### config.mk
export PLATFORM = sky130hd
export DESIGN_NAME = condicionador_botoes
export DESIGN_NICKNAME = d
export VERILOG_FILES = /design/src/rtl/condicionador_botoes.sv
export SDC_FILE = /design/constraint.sdc
export NUM_CORES = 1
export LEC_CHECK = 0
export ABC_CLOCK_PERIOD_IN_PS = 2300
export CAP_MARGIN = 10
export CORE_UTILIZATION = 31
export DETAILED_ROUTE_END_ITERATION = 10
export HOLD_SLACK_MARGIN = 0.08
export MAX_ROUTING_LAYER = met4
export PLACE_DENSITY = 0.5
export SYNTH_ARGS = -nofsm -noshare
export SYNTH_HDL_FRONTEND = slang
export SYNTH_SLANG_ARGS = --single-unit
### constraint.sdc
create_clock -name clock -period 2.3 [get_ports clock]
set_input_delay 0.46 -clock clock [delete_from_list [all_inputs] [get_ports clock]]
set_output_delay 0.46 -clock clock [all_outputs]
set_load 0.1 [all_outputs]
### src/rtl/condicionador_botoes.sv
// Pushbutton conditioner: 2-flop sync + per-channel debounce, clean levels and press pulses.
// Latency: a raw press is seen on the outputs DEBOUNCE+2 clock edges after the first edge that samples it.
// Backpressure: none; pulses are single-cycle and are not held or queued if unobserved.
//
// Ports:
//   clock          game clock, all state updates on the rising edge
//   reset_in       asynchronous active-low reset
//   botoes_in      7 raw game buttons, active-low, asynchronous
//   iniciar_in     raw start button, active-low, asynchronous
//   botoes         debounced game button levels, active-high
//   iniciar        debounced start level, active-high
//   iniciar_pulso  one-cycle pulse on a debounced start press
//   jogada_pulso   one-cycle pulse when a game-button press is accepted
//   jogada_codigo  one-hot code of the last accepted game button (held)
//   multiplo       more than one game button currently held
module condicionador_botoes #(
  parameter int DEBOUNCE = 4  // must be >= 2
) (
  input  logic       clock,
  input  logic       reset_in,
  input  logic [6:0] botoes_in,
  input  logic       iniciar_in,
  output logic [6:0] botoes,
  output logic       iniciar,
  output logic       iniciar_pulso,
  output logic       jogada_pulso,
  output logic [6:0] jogada_codigo,
  output logic       multiplo
);

  localparam int            CW       = $clog2(DEBOUNCE);
  localparam logic [CW-1:0] CONT_MAX = CW'(DEBOUNCE - 1);

  // Channel 7 is iniciar, channels 6..0 are the game buttons.
  logic [7:0]    bruto;
  logic [7:0]    s1;
  logic [7:0]    s2;
  logic [7:0]    estavel;
  logic [7:0]    estavel_prox;
  logic [7:0]    evento;
  logic [CW-1:0] cont      [8];
  logic [CW-1:0] cont_prox [8];
  logic [6:0]    evento_jogo;
  logic [6:0]    menor_evento;

  // Inputs are active-low; everything downstream is active-high.
  assign bruto = ~{iniciar_in, botoes_in};

  always_ff @(posedge clock or negedge reset_in) begin
    if (!reset_in) begin
      s1 <= '0;
      s2 <= '0;
    end else begin
      s1 <= bruto;
      s2 <= s1;
    end
  end

  // The counter measures how long s2 has disagreed with the stable level;
  // any agreement restarts it, so only an unbroken run of DEBOUNCE
  // disagreeing samples moves the stable level.
  always_comb begin
    estavel_prox = estavel;
    for (int i = 0; i < 8; i++) begin
      cont_prox[i] = '0;
      if (s2[i] != estavel[i]) begin
        if (cont[i] == CONT_MAX) begin
          estavel_prox[i] = s2[i];
        end else begin
          cont_prox[i] = cont[i] + CW'(1);
        end
      end
    end
  end

  // Press = rising edge of the stable level; releases never generate events.
  assign evento      = estavel_prox & ~estavel;
  assign evento_jogo = evento[6:0];

  // Isolate the lowest set bit: simultaneous presses resolve to the lowest
  // index and the others are dropped for good.
  assign menor_evento = evento_jogo & (~evento_jogo + 7'd1);

  always_ff @(posedge clock or negedge reset_in) begin
    if (!reset_in) begin
      estavel       <= '0;
      iniciar_pulso <= 1'b0;
      jogada_pulso  <= 1'b0;
      jogada_codigo <= '0;
      for (int i = 0; i < 8; i++) begin
        cont[i] <= '0;
      end
    end else begin
      estavel       <= estavel_prox;
      iniciar_pulso <= evento[7];
      jogada_pulso  <= |evento_jogo;
      if (|evento_jogo) begin
        jogada_codigo <= menor_evento;
      end
      for (int i = 0; i < 8; i++) begin
        cont[i] <= cont_prox[i];
      end
    end
  end

  assign botoes  = estavel[6:0];
  assign iniciar = estavel[7];

  // x & (x-1) clears the lowest set bit; anything left means two or more held.
  assign multiplo = |(botoes & (botoes - 7'd1));

endmodule

Fig. 1: run 1, routing congestion
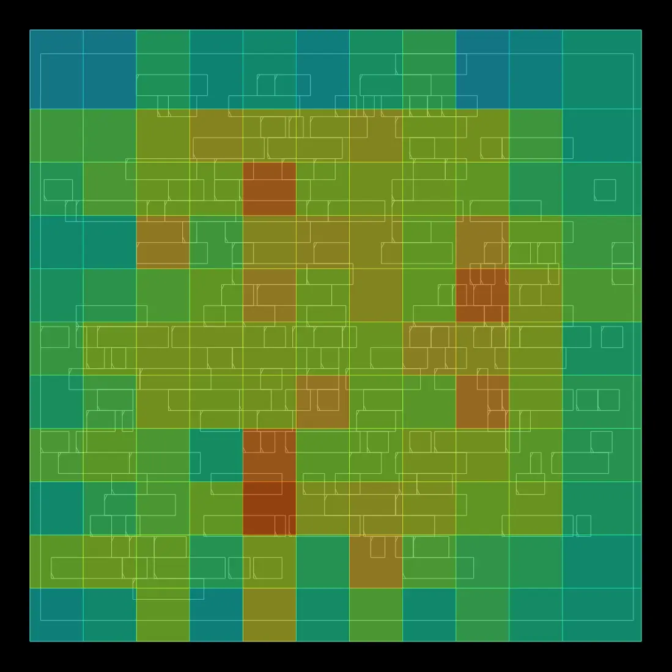
Total GRT Usage: 0.124
grt met2 use: 0.191
fin util: 0.418
GRT busiest layer: met2

Fig. 2: run 1, register map, names as in the netlist
Other sequential cells in the stronger gray, the rest of the logic in the fainter gray.
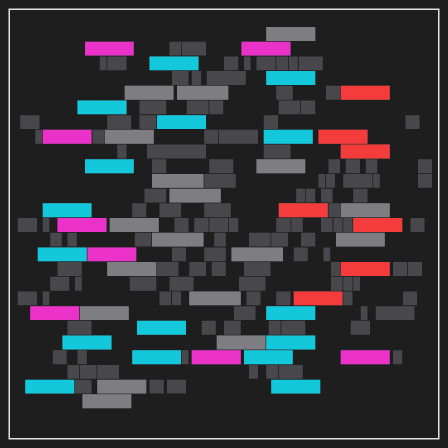
Key: red = jogada_codigo [sequential cells 7, where right middle]; magenta = s1 [sequential cells 8]; cyan = cont [sequential cells 16]
Another 18 sequential cells are not colored.
area taken by flip-flops and latches: 1230 µm²
sequential share of cell area: 0.523

==> reports/qor.yml, run 1 <==
fp_nets: 151
simple_gate_share: 0.137
maxSlewViolCount: 0
cpLargestDelayFamily: "simple AND/OR/NAND/NOR gates"
start_kind: "flop"
reg2reg_depth: 4
drt_pass1_iterations: 2
grt_start_max_net_pins: 27
syn2layout_area_growth_pct: 27.5
use_met3: 0.0437
numCtsBuffers: 5
fp_util: 0.328
root_buffer: "clkbuf_8"
largestClassByArea: "flip-flops and latches"
mux_area_frac: 0.0487
topCombFamilyByArea: "simple AND/OR/NAND/NOR gates"
status: "complete, no violations"
grt_pass1_vias: 1206
crit_chain: "or4_4 > a211oi_4 > o21ai_4 > buf_12"
fin_worst_skew_ns: 0.00800
ios: 28
antenna_found_initial: 0
dieWidth_um: 79.2
cts_num_sinks: 49
fa_ha_area_frac: 0.0595
nets: 188
place.gp.congestion: 0.716
Fig. 3: run 1, metal 1
Supply wires on this layer in gray.
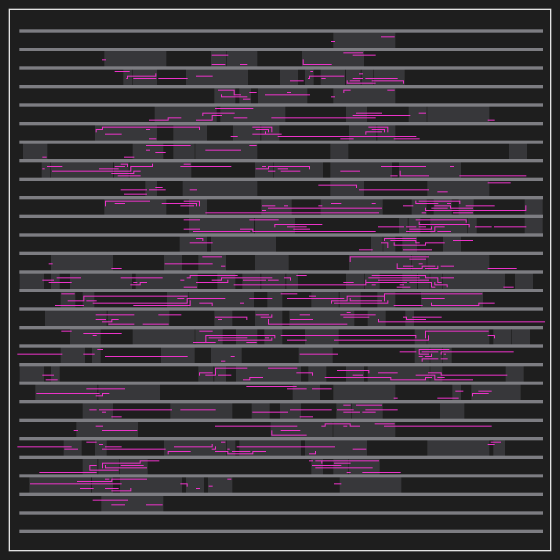
The wires run mostly horizontal. The longest straight run is 25.3 µm. The layer carries 1450 µm of wire. 167 nets have wire on it. The layer holds 45% of the routed length.
grt met1 use: 0.153
vias: 1077
routed wire length: 3.21 mm

## run 1: cells in the final DEF, fill, tap and decap left out, drive strengths merged, types with 2 or more instances in the layout
cell type      Yosys  final
dfrtp             49     49
clkdlybuf4s50      0      8
ha                 8      8
nand3b             7      7
nor3               7      7
mux2               8      8
nand2              3      3
clkbuf             0      6
xnor2              7      7
nor2b              8      8
buf                0     22
o22ai              2      2
nand3              5      5
a21oi              2      2
a211oi             3      3
inv                9      9
o21ai              3      3
nand4              3      3
## run 1: worst register-to-register path, cell delays in order (launching register included)
cell and delay (ns):
dfrtp_1 0.39, ha_1 0.23, nand3b_1 0.24, nand3_1 0.21, nor4b_2 0.32
## run 1: what timing repair did
item / in CTS / in global routing
pin swaps: 1 / 0
buffers inserted: 2 / 0
gates resized: 2 / 0
setup endpoints to repair: 1 / 1
## run 1: logic make-up after synthesis
kind of cell,Yosys count
AOI/OAI and AO/OA,10
muxes,8
and+or+nand+nor,40
xor gates and xnor gates,8
buffers and inverters,9
DFF,49
adders and majority gates,9
## run 1: Yosys cell counts
| cell | count | area [µm²] |
|---|---|---|
| nor3_1 | 7 | 35.0 |
| ha_1 | 8 | 100 |
| or3_1 | 1 | 6.26 |
| dfrtp_1 | 49 | 1230 |
| inv_1 | 9 | 33.8 |
| o21ai_1 | 1 | 5.00 |
| nand3_1 | 5 | 25.0 |
| maj3_1 | 1 | 10.0 |
| o21ai_0 | 2 | 10.0 |
| nand3b_1 | 7 | 52.6 |
| xor2_1 | 1 | 8.76 |
| nor3b_1 | 1 | 7.51 |
| a211oi_2 | 1 | 12.5 |
| or4_4 | 1 | 11.3 |
| and2_1 | 1 | 6.26 |
| xnor2_1 | 7 | 61.3 |
| a21oi_1 | 2 | 10.0 |
| nor2b_1 | 8 | 50.1 |
| mux2_2 | 8 | 90.1 |
| and3b_1 | 1 | 8.76 |
| o22ai_1 | 2 | 12.5 |
| nor4b_2 | 1 | 15.0 |
| nand2_1 | 3 | 11.3 |
| nand4_1 | 3 | 18.8 |
| a211oi_1 | 2 | 15.0 |
| or2_1 | 1 | 6.26 |
## run 1: through the flow
stage / setup TNS (ns) / std cells / worst slack [ns]
final: 0 / 243 / 0.0220
after global routing: -0.0550 / 243 / -0.0550
after CTS: 0 / 243 / 0.0114
after detailed placement: 0 / 233 / 0.227
after global placement: 0 / 233 / 0.236
after floorplan: 0 / 133 / 0.0204
## run 1: final timing paths
kind                                       from                           end
max reg2reg                  cont[14]$_DFF_PN0_  jogada_codigo[6]$_DFFE_PN0P_
max in group asynchronous              reset_in          estavel[5]$_DFF_PN0_
min in group clock              s1[7]$_DFF_PN0_               s2[7]$_DFF_PN0_
min                                    reset_in            cont[15]$_DFF_PN0_
min reg2reg                     s1[7]$_DFF_PN0_               s2[7]$_DFF_PN0_
max                        estavel[0]$_DFF_PN0_                      multiplo
## run 1: registers in the layout, indices dropped and copies added (netlist names)
name,count
cont,16
estavel,8
iniciar_pulso,1
jogada_codigo,7
jogada_pulso,1
s1,8
s2,8
Fig. 4: run 1, wires at chosen ports, followed through buffers
Bar = 20 µm.
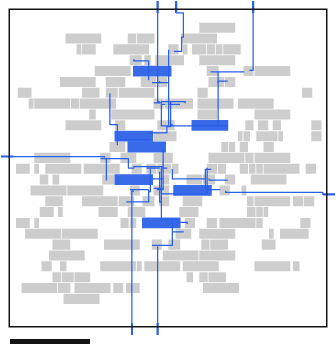

==> run 2: changes to the inputs <==
--- a/config.mk
+++ b/config.mk
@@ -7,11 +7,13 @@
 export LEC_CHECK = 0
 export ABC_CLOCK_PERIOD_IN_PS = 2300
 export CAP_MARGIN = 10
+export CORE_ASPECT_RATIO = 1.75
 export CORE_UTILIZATION = 31
 export DETAILED_ROUTE_END_ITERATION = 10
 export HOLD_SLACK_MARGIN = 0.08
 export MAX_ROUTING_LAYER = met4
 export PLACE_DENSITY = 0.5
+export SETUP_SLACK_MARGIN = 0.5
 export SYNTH_ARGS = -nofsm -noshare
 export SYNTH_HDL_FRONTEND = slang
 export SYNTH_SLANG_ARGS = --single-unit
Fig. 5: run 2, wires at chosen ports, followed through buffers
Bar = 20 µm.
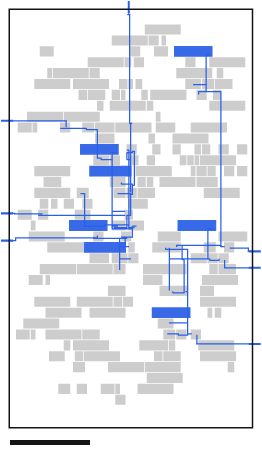
Key: blue = botoes [bits 7, direction output, edge 3 left, 3 right, 1 top, end cells 7, buffers 9, wire 458 µm]

==> run 2 against run 1 <==
Non-clock buffer count grew 2; highest routed layer unchanged; clock-buffer cell count grew 1; the flow now finishes with violations (negative setup slack); first-iteration DRC count shrank 38%; sequential share of layout area shrank 0.40 points; clock skew shrank 0.00098 ns; synthesized area is the same; cell count grew 2.5%.
==> reports/qor.yml, run 2 <==
setup_violations: 1
synth-edff-count: 0
num_vias: 1136
status: "finished with violations"
ff_type: "dfrtp_1"
layout_setup_ws_ns: -0.0181
grtUsageMet1: 0.125
top_cells_by_count: "dfrtp_1 (49), inv_1 (9), ha_1 (8), mux2_2 (8), nor2b_1 (8)"
root_buffer: "clkbuf_8"
ios: 28
grt_pass1_vias: 1114
lay_top_cells: "dfrtp_1 (42), buf_4 (21), inv_1 (9)"
numCtsBuffers: 5
start_kind: "flop"
antenna_found_initial: 0
synth.most_common_cell: "dfrtp_1"
syn2layout_area_growth_pct: 29.2
grt_start_max_net_pins: 33
dieWidth_um: 60.4
max_flop_register: "cont"
drt_pass1_iterations: 4
place.gp.congestion: 0.772
violations: "negative setup slack"
use_met3: 0.0410
grtUsageTotal: 0.118
fp_nets: 151
final_layout_top_logic_cell: "dfrtp_1"
[run 2: cells by family after synthesis]
logic type / share of synthesized area
AND-OR/OR-AND: 0.0352
XOR/XNOR: 0.0379
adder cells (fa/ha/maj): 0.0595
buffers and inverters: 0.0183
flip-flops: 0.663
multiplexers: 0.0487
AND/OR/NAND/NOR: 0.137
[run 2: timing repair]
item | in CTS | in global routing
resized | 0 | 2
buffers inserted | 2 | 0
endpoints found under the setup margin | 1 | 1
pin swaps | 3 | 1
[run 2: metrics by stage]
step / area, µm² / instances / utilization / worst slack (ns)
finish: 2390 / 249 / 0.421 / -0.0181
global route: 2390 / 249 / 0.421 / -0.0750
CTS: 2380 / 249 / 0.420 / -0.0576
detailed placement: 2250 / 239 / 0.396 / 0.245
global placement: 2250 / 239 / 0.396 / 0.256
floorplan: 1890 / 133 / - / 0.133
[run 2: routing by layer]
layer / vias up / routed length, µm
met3: 10 / 166
li1: 529 / -
met4: 0 / 114
met2: 27 / 1640
met1: 570 / 1270
met5: - / 0
[run 2: final timing paths]
check	startpoint	to	slack [ns]
worst max-delay path	estavel[2]$_DFF_PN0_	multiplo	-0.02
worst min-delay path	reset_in	s2[5]$_DFF_PN0_	0.22
worst max register to register	cont[14]$_DFF_PN0_	jogada_pulso$_DFF_PN0_	0.85
worst min register to register	s1[2]$_DFF_PN0_	s2[2]$_DFF_PN0_	0.35
max in group asynchronous	reset_in	s2[3]$_DFF_PN0_	1.50
min in group clock	s1[2]$_DFF_PN0_	s2[2]$_DFF_PN0_	0.35
[run 2: critical path, stage by stage (launching register included)]
cell and delay [ns]:
dfrtp_4 0.48, or4_4 0.58, a211oi_4 0.25, o21ai_4 0.08, buf_12 0.17
[run 2: layout make-up]
type / instances / area (µm²)
Sequential cell: 49 / 1240
Inverter: 9 / 33.8
Clock buffer: 7 / 86.3
Multi-Input combinational cell: 75 / 621
Clock inverter: 1 / 30.0
Tap cell: 76 / 95.1
Timing Repair Buffer: 32 / 283
Fill cell: 559 / 3290
Fig. 6: run 2, routing congestion
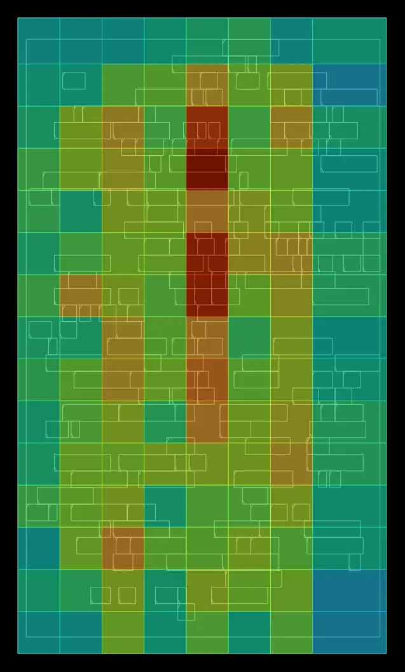

==> run 3: changes to the inputs <==
--- a/config.mk
+++ b/config.mk
@@ -13,7 +13,6 @@
 export HOLD_SLACK_MARGIN = 0.08
 export MAX_ROUTING_LAYER = met4
 export PLACE_DENSITY = 0.5
-export SETUP_SLACK_MARGIN = 0.5
 export SYNTH_ARGS = -nofsm -noshare
 export SYNTH_HDL_FRONTEND = slang
 export SYNTH_SLANG_ARGS = --single-unit
Fig. 7: run 3, routing congestion
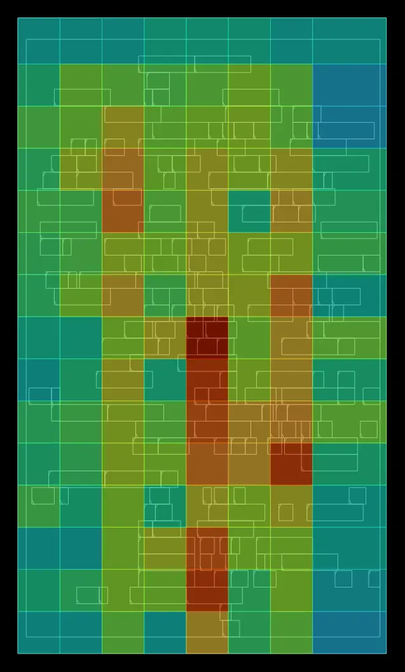
grt met1 use: 0.122
grt met2 use: 0.195
fin util: 0.414

==> run 3 against run 2 <==
The flow now finishes without violations; core utilization fell by 0.68 points; synthesized area did not move; design area fell by 1.6%; clock skew fell by 0.0017 ns; register-to-register slack got worse by 0.02 ns; die area did not move; highest routed layer unchanged.
==> reports/qor.yml, run 3 <==
met3_wirelength_um: 147
numCtsBuffers: 5
grtUsageTotal: 0.120
largest_reg_flops: 16
syn2layout_area_growth_pct: 27.1
topCombFamilyByArea: "simple AND/OR/NAND/NOR gates"
reg2reg_slack_ns: 0.83
fp_nets: 151
max_flop_register: "cont"
top_layer_used: "met4"
dieWidth_um: 60.4
root_buffer: "clkbuf_8"
antenna_found_initial: 0
grt_pass1_vias: 1171
status: "complete, no violations"
grt_start_max_net_pins: 50
routed_wl_mm: 3.24
synth.most_common_cell: "dfrtp_1"
lay_top_cells: "dfrtp_1 (43), buf_4 (21), inv_1 (9)"
maxSlewViolCount: 0
stdcell_count: 247
ff_type: "dfrtp_1"
==> run 3: cell counts after synthesis <==
No cell type changed its count.
==> run 3: final cells by class <==
cell class | instances | area [µm²] | area share
repair buffers | 31 | 263 | 0.112
inverters | 9 | 33.8 | 0.0144
multi-input cells | 75 | 621 | 0.264
clock inverters | 2 | 35.0 | 0.0149
flip-flops and latches | 49 | 1230 | 0.525
clock buffers | 5 | 68.8 | 0.0293
well taps | 76 | 95.1 | 0.0405
==> run 3: per-stage QoR <==
stage | instance area, µm² | setup slack [ns] | hold slack, ns | util
after floorplan | 1870 | 0.0204 | 0.164 | -
after global placement | 2200 | 0.261 | 0.333 | 0.388
after detailed placement | 2200 | 0.243 | 0.335 | 0.388
after CTS | 2340 | 0.0193 | 0.283 | 0.413
after global routing | 2350 | -0.0255 | 0.299 | 0.414
final | 2350 | 0.0368 | 0.258 | 0.414
==> run 3: layer usage <==
layer / global-route usage / up-vias
li1: - / 531
met1: 0.122 / 539
met2: 0.195 / 25
met3: 0.0336 / 8
met4: 0.0698 / 0
met5: - / -
==> run 3: logic make-up after synthesis <==
| logic type | count (synthesis) |
|---|---|
| AND/OR/NAND/NOR | 40 |
| adder cells (fa/ha/maj) | 9 |
| multiplexers | 8 |
| AND-OR/OR-AND | 10 |
| buffers and inverters | 9 |
| XOR/XNOR | 8 |
| flip-flops | 49 |
==> run 3: repair_timing <==
action                     CTS  global route
gates resized                3             0
setup endpoints to repair    1             1
pin swaps                    1             0
buffers inserted             2             1
==> run 3: worst max-delay path, cell delays in order, from the launching register on <==
cell and delay, ns:
dfrtp_2 0.41, or4_4 0.58, a211oi_4 0.26, o21ai_4 0.08, buf_12 0.18
==> run 3: how the worst max path moves through the flow <==
stage                                    start  cells past startpoint  slack, ns       end
after floorplan           estavel[2]$_DFF_PN0_                      3       0.02  multiplo
after global placement    estavel[2]$_DFF_PN0_                      4       0.26  multiplo
after detailed placement  estavel[2]$_DFF_PN0_                      4       0.24  multiplo
after CTS                 estavel[2]$_DFF_PN0_                      4       0.02  multiplo
after global routing      estavel[0]$_DFF_PN0_                      4      -0.03  multiplo
final                     estavel[2]$_DFF_PN0_                      4       0.04  multiplo
